### src/rtl/can_pkg.sv
// Shared CAN 2.0A definitions: FSM states, field widths, error codes and the CRC-15 step.
package can_pkg;

  typedef enum logic [3:0] {
    IDLE, ID, CTRL, DATA, CRC, CRC_DEL, ACK, ACK_DEL, EOF, ERR_WAIT
  } can_state_e;

  typedef enum logic [1:0] {
    ERR_NONE  = 2'd0,
    ERR_STUFF = 2'd1,
    ERR_CRC   = 2'd2,
    ERR_FORM  = 2'd3
  } can_err_e;

  localparam logic [14:0] CRC_POLY = 15'h4599;
  localparam int ID_W   = 11;
  localparam int CTRL_W = 7;
  localparam int CRC_W  = 15;
  localparam int EOF_W  = 7;

  function automatic logic [14:0] crc15_step(input logic [14:0] crc, input logic b,
                                             input logic [14:0] poly);
    logic fb;
    fb = b ^ crc[14];
    return {crc[13:0], 1'b0} ^ (fb ? poly : 15'd0);
  endfunction

endpackage

### src/rtl/rx_block_if.sv
// Received-frame bundle from the CAN receiver to the controller.
interface rx_block_if;
  logic [10:0] address_rx;
  logic [63:0] rx_data;
  logic [3:0]  rx_dlc;
  logic        rx_rtr;
  logic        rx_valid;
  logic        rx_err;
  logic [1:0]  rx_err_code;
  logic        rxing;

  modport master (output address_rx, rx_data, rx_dlc, rx_rtr, rx_valid, rx_err, rx_err_code, rxing);
  modport slave  (input  address_rx, rx_data, rx_dlc, rx_rtr, rx_valid, rx_err, rx_err_code, rxing);
endinterface

### src/rtl/can_crc15.sv
// Serial CRC-15 engine; clr restarts from zero and may coincide with the first enabled bit.
module can_crc15
  import can_pkg::*;
#(
  parameter logic [14:0] POLY = 15'h4599
) (
  input  logic        clk,
  input  logic        rst,
  input  logic        clr_i,
  input  logic        en_i,
  input  logic        bit_i,
  output logic [14:0] crc_o
);
  logic [14:0] crc_q, crc_d, base;

  always_comb begin
    base  = clr_i ? 15'd0 : crc_q;
    crc_d = base;
    if (en_i) crc_d = crc15_step(base, bit_i, POLY);
  end

  always_ff @(posedge clk) begin
    if (rst) crc_q <= '0;
    else if (en_i || clr_i) crc_q <= crc_d;
  end

  assign crc_o = crc_q;
endmodule

### src/rtl/rx_block.sv
// CAN 2.0A standard-frame receiver: destuffing, field parsing, CRC check, ACK drive, error recovery.
module rx_block #(
  parameter int          IDLE_BITS = 11,
  parameter logic [14:0] CRC_POLY  = 15'h4599
) (
  input  logic clk,
  input  logic rst,
  input  logic baud_tick,
  input  logic can_rx,
  output logic can_ack,
  rx_block_if.master rx
);
  import can_pkg::*;

  localparam int IW = $clog2(IDLE_BITS + 1);

  can_state_e  state_q;
  can_err_e    err;
  logic [2:0]  run_q;
  logic        last_q;
  logic [6:0]  cnt_q, len_q, len_d;
  logic [10:0] id_q, addr_q;
  logic [63:0] data_q, data_out_q;
  logic [3:0]  dlc_q, dlc_out_q, dlc_d;
  logic        rtr_q, rtr_out_q;
  logic [14:0] rcrc_q, crc_calc;
  logic [IW-1:0] idle_q;
  logic        valid_q, err_q, ack_q;
  logic [1:0]  code_q;
  logic        stuffed, is_stuff, stuff_err, sof, crc_feed;

  assign stuffed   = state_q inside {ID, CTRL, DATA, CRC};
  assign is_stuff  = stuffed && (run_q == 3'd5);
  assign stuff_err = is_stuff && (can_rx == last_q);
  assign sof       = (state_q == IDLE) && !can_rx;
  assign crc_feed  = sof || (!is_stuff && (state_q inside {ID, CTRL, DATA}));

  can_crc15 #(.POLY(CRC_POLY)) u_crc (
    .clk(clk), .rst(rst), .clr_i(baud_tick && sof), .en_i(baud_tick && crc_feed),
    .bit_i(can_rx), .crc_o(crc_calc)
  );

  // Length decision uses the DLC LSB arriving on the current sample.
  always_comb begin
    dlc_d = {dlc_q[2:0], can_rx};
    if (rtr_q)         len_d = 7'd0;
    else if (dlc_d[3]) len_d = 7'd64;
    else               len_d = {1'b0, dlc_d[2:0], 3'b000};
  end

  // Priority: stuff over CRC over form.
  always_comb begin
    err = ERR_NONE;
    case (state_q)
      ID, DATA, CRC: if (stuff_err) err = ERR_STUFF;
      CTRL:          if (stuff_err) err = ERR_STUFF;
                     else if (!is_stuff && cnt_q == 7'd1 && can_rx) err = ERR_FORM;
      CRC_DEL:       if (crc_calc != rcrc_q) err = ERR_CRC;
                     else if (!can_rx) err = ERR_FORM;
      ACK_DEL, EOF:  if (!can_rx) err = ERR_FORM;
      default: ;
    endcase
  end

  always_ff @(posedge clk) begin
    if (rst) begin
      state_q <= IDLE;   run_q <= '0;      last_q <= 1'b1;
      cnt_q <= '0;       len_q <= '0;      id_q <= '0;      data_q <= '0;
      dlc_q <= '0;       rtr_q <= 1'b0;    rcrc_q <= '0;    idle_q <= '0;
      addr_q <= '0;      data_out_q <= '0; dlc_out_q <= '0; rtr_out_q <= 1'b0;
      valid_q <= 1'b0;   err_q <= 1'b0;    ack_q <= 1'b0;   code_q <= '0;
    end else begin
      valid_q <= 1'b0;
      err_q   <= 1'b0;
      if (baud_tick) begin
        if (sof) begin
          run_q <= 3'd1; last_q <= 1'b0;
        end else if (stuffed) begin
          run_q  <= (is_stuff || can_rx != last_q) ? 3'd1 : run_q + 3'd1;
          last_q <= can_rx;
        end else begin
          run_q <= '0; last_q <= 1'b1;
        end

        if (err != ERR_NONE) begin
          state_q <= ERR_WAIT; err_q <= 1'b1; code_q <= err; ack_q <= 1'b0; idle_q <= '0;
        end else begin
          case (state_q)
            IDLE: if (!can_rx) begin
              state_q <= ID; cnt_q <= '0; id_q <= '0; data_q <= '0; dlc_q <= '0; rtr_q <= 1'b0;
            end
            ID: if (!is_stuff) begin
              id_q  <= {id_q[9:0], can_rx};
              cnt_q <= (cnt_q == 7'(ID_W - 1)) ? 7'd0 : cnt_q + 7'd1;
              if (cnt_q == 7'(ID_W - 1)) state_q <= CTRL;
            end
            CTRL: if (!is_stuff) begin
              if (cnt_q == 7'd0) rtr_q <= can_rx;
              if (cnt_q >= 7'd3) dlc_q <= dlc_d;
              cnt_q <= (cnt_q == 7'(CTRL_W - 1)) ? 7'd0 : cnt_q + 7'd1;
              if (cnt_q == 7'(CTRL_W - 1)) begin
                len_q   <= len_d;
                state_q <= (len_d == 7'd0) ? CRC : DATA;
              end
            end
            DATA: if (!is_stuff) begin
              data_q[~cnt_q[5:0]] <= can_rx;
              cnt_q <= (cnt_q == len_q - 7'd1) ? 7'd0 : cnt_q + 7'd1;
              if (cnt_q == len_q - 7'd1) state_q <= CRC;
            end
            CRC: if (!is_stuff) begin
              rcrc_q <= {rcrc_q[13:0], can_rx};
              cnt_q  <= (cnt_q == 7'(CRC_W - 1)) ? 7'd0 : cnt_q + 7'd1;
              if (cnt_q == 7'(CRC_W - 1)) state_q <= CRC_DEL;
            end
            CRC_DEL: begin ack_q <= 1'b1; state_q <= ACK;     end
            ACK:     begin ack_q <= 1'b0; state_q <= ACK_DEL; end
            ACK_DEL: begin cnt_q <= '0;   state_q <= EOF;     end
            EOF: begin
              cnt_q <= cnt_q + 7'd1;
              if (cnt_q == 7'(EOF_W - 1)) begin
                addr_q <= id_q; data_out_q <= data_q; dlc_out_q <= dlc_q; rtr_out_q <= rtr_q;
                valid_q <= 1'b1; cnt_q <= '0; state_q <= IDLE;
              end
            end
            ERR_WAIT: begin
              if (!can_rx) idle_q <= '0;
              else if (idle_q == IW'(IDLE_BITS - 1)) begin idle_q <= '0; state_q <= IDLE; end
              else idle_q <= idle_q + 1'b1;
            end
            default: state_q <= IDLE;
          endcase
        end
      end
    end
  end

  assign can_ack        = ack_q;
  assign rx.address_rx  = addr_q;
  assign rx.rx_data     = data_out_q;
  assign rx.rx_dlc      = dlc_out_q;
  assign rx.rx_rtr      = rtr_out_q;
  assign rx.rx_valid    = valid_q;
  assign rx.rx_err      = err_q;
  assign rx.rx_err_code = code_q;
  assign rx.rxing       = (state_q != IDLE);
endmodule
### src/flat_wrapper.sv
// flat-port wrapper written by rule: the top's interface ports become plain ports
module rx_block_flat import can_pkg::*;
#(
  parameter int          IDLE_BITS = 11,
  parameter logic [14:0] CRC_POLY  = 15'h4599
)
  (clk, rst, baud_tick, can_rx, can_ack, rx_address_rx, rx_rx_data, rx_rx_dlc, rx_rx_rtr, rx_rx_valid, rx_rx_err, rx_rx_err_code, rx_rxing);
  rx_block_if rx_i ();
  input  logic clk;
  input  logic rst;
  input  logic baud_tick;
  input  logic can_rx;
  output logic can_ack;
  output wire logic [$bits(rx_i.address_rx)-1:0] rx_address_rx;
  output wire logic [$bits(rx_i.rx_data)-1:0] rx_rx_data;
  output wire logic [$bits(rx_i.rx_dlc)-1:0] rx_rx_dlc;
  output wire logic [$bits(rx_i.rx_rtr)-1:0] rx_rx_rtr;
  output wire logic [$bits(rx_i.rx_valid)-1:0] rx_rx_valid;
  output wire logic [$bits(rx_i.rx_err)-1:0] rx_rx_err;
  output wire logic [$bits(rx_i.rx_err_code)-1:0] rx_rx_err_code;
  output wire logic [$bits(rx_i.rxing)-1:0] rx_rxing;
  assign rx_address_rx = rx_i.address_rx;
  assign rx_rx_data = rx_i.rx_data;
  assign rx_rx_dlc = rx_i.rx_dlc;
  assign rx_rx_rtr = rx_i.rx_rtr;
  assign rx_rx_valid = rx_i.rx_valid;
  assign rx_rx_err = rx_i.rx_err;
  assign rx_rx_err_code = rx_i.rx_err_code;
  assign rx_rxing = rx_i.rxing;
  rx_block #(.IDLE_BITS(IDLE_BITS), .CRC_POLY(CRC_POLY)) u_core (.clk(clk), .rst(rst), .baud_tick(baud_tick), .can_rx(can_rx), .can_ack(can_ack), .rx(rx_i));
endmodule
### config.mk
export PLATFORM = sky130hd
export DESIGN_NAME = rx_block_flat
export DESIGN_NICKNAME = d
export VERILOG_FILES = /design/src/rtl/can_pkg.sv /design/src/rtl/rx_block_if.sv /design/src/rtl/can_crc15.sv /design/src/rtl/rx_block.sv /design/src/flat_wrapper.sv
export SDC_FILE = /design/constraint.sdc
export NUM_CORES = 1
export LEC_CHECK = 0
export CAP_MARGIN = 20
export CORE_MARGIN = 5
export CORE_UTILIZATION = 57
export DETAILED_ROUTE_END_ITERATION = 8
export PLACE_DENSITY_LB_ADDON = 0.12
export SKIP_CTS_REPAIR_TIMING = 1
export SLEW_MARGIN = 20
export SYNTH_ARGS = -nofsm -noshare
export SYNTH_HDL_FRONTEND = slang
export SYNTH_SLANG_ARGS = --single-unit
### constraint.sdc
create_clock -name clk -period 3.6 [get_ports clk]
set_input_delay 0.72 -clock clk [delete_from_list [all_inputs] [get_ports clk]]
set_output_delay 0.72 -clock clk [all_outputs]
set_load 0.05 [all_outputs]
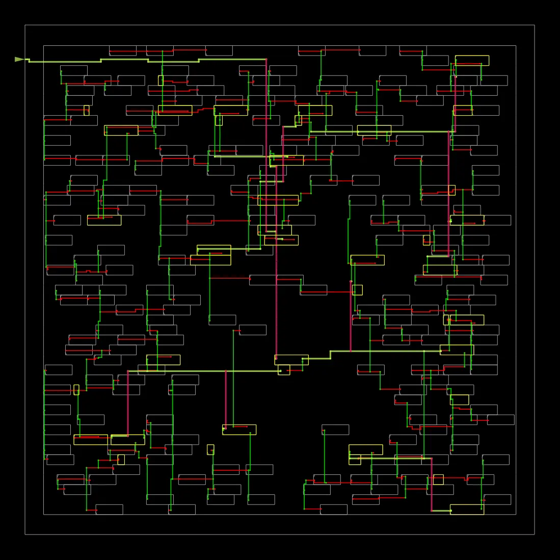
(the clock network)
number of clock buffers in the layout: 29
TritonCTS Sinks: 218
Worst-Skew Late Latency: 0.51 ns

==> changes_impl.md <==
### Implementation results

- Status: completed
- Seq pwr: 2.45 mW
- Fraction of area in registers: 38.4%
- Max layer used: met4
- HP Start: u_core.rx.address_rx[1]$_SDFFE_PP0P_
- Top cells by area: dfxtp_1 (46%), a21oi_1 (13%), nand2_1 (11%), o21ai_0 (4.2%), clkbuf_1 (3.6%)
- Final worst slack: 0.405 ns
- Setup slack at placement: 0.555 ns
- Comb power: roughly 0.32 mW
- Post-synth ARST share: 0%
- Post-synth seq share: a little under half
- Wl on met1: 11500 um
- FILL cells: approximately 1.4k
- Syn. warnings: 0
- Area fraction in mux cells: 2.76%
- # setup viols final: 0
- Die area: a little under 20000 um^2
- Crit Reg-Reg Endpoint: u_core.state_q[0]$_SDFFE_PP0P_
- Sw frac: 23.6%
- Post-Synthesis Cells: ~1.2k
- Critical Path, Cell by Cell: buf_4 -> nor4_1 -> inv_1 -> clkdlybuf4s50_1
- Clk pwr share: 45.7%
- Max-cap viol count: 0
- Flip-flops: between 200 and 250
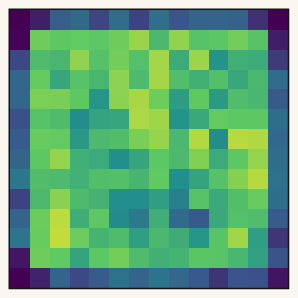
(cell density map)
Scale: 2 px per um. The die is cut into 14 by 14 equal tiles; dark purple is low, yellow is high, 0 to 100% covered.
tiles over 75% full = 24%
nearly empty tiles = 2.0%
mean over tiles = 57%

Power and IR drop assume default switching activity.
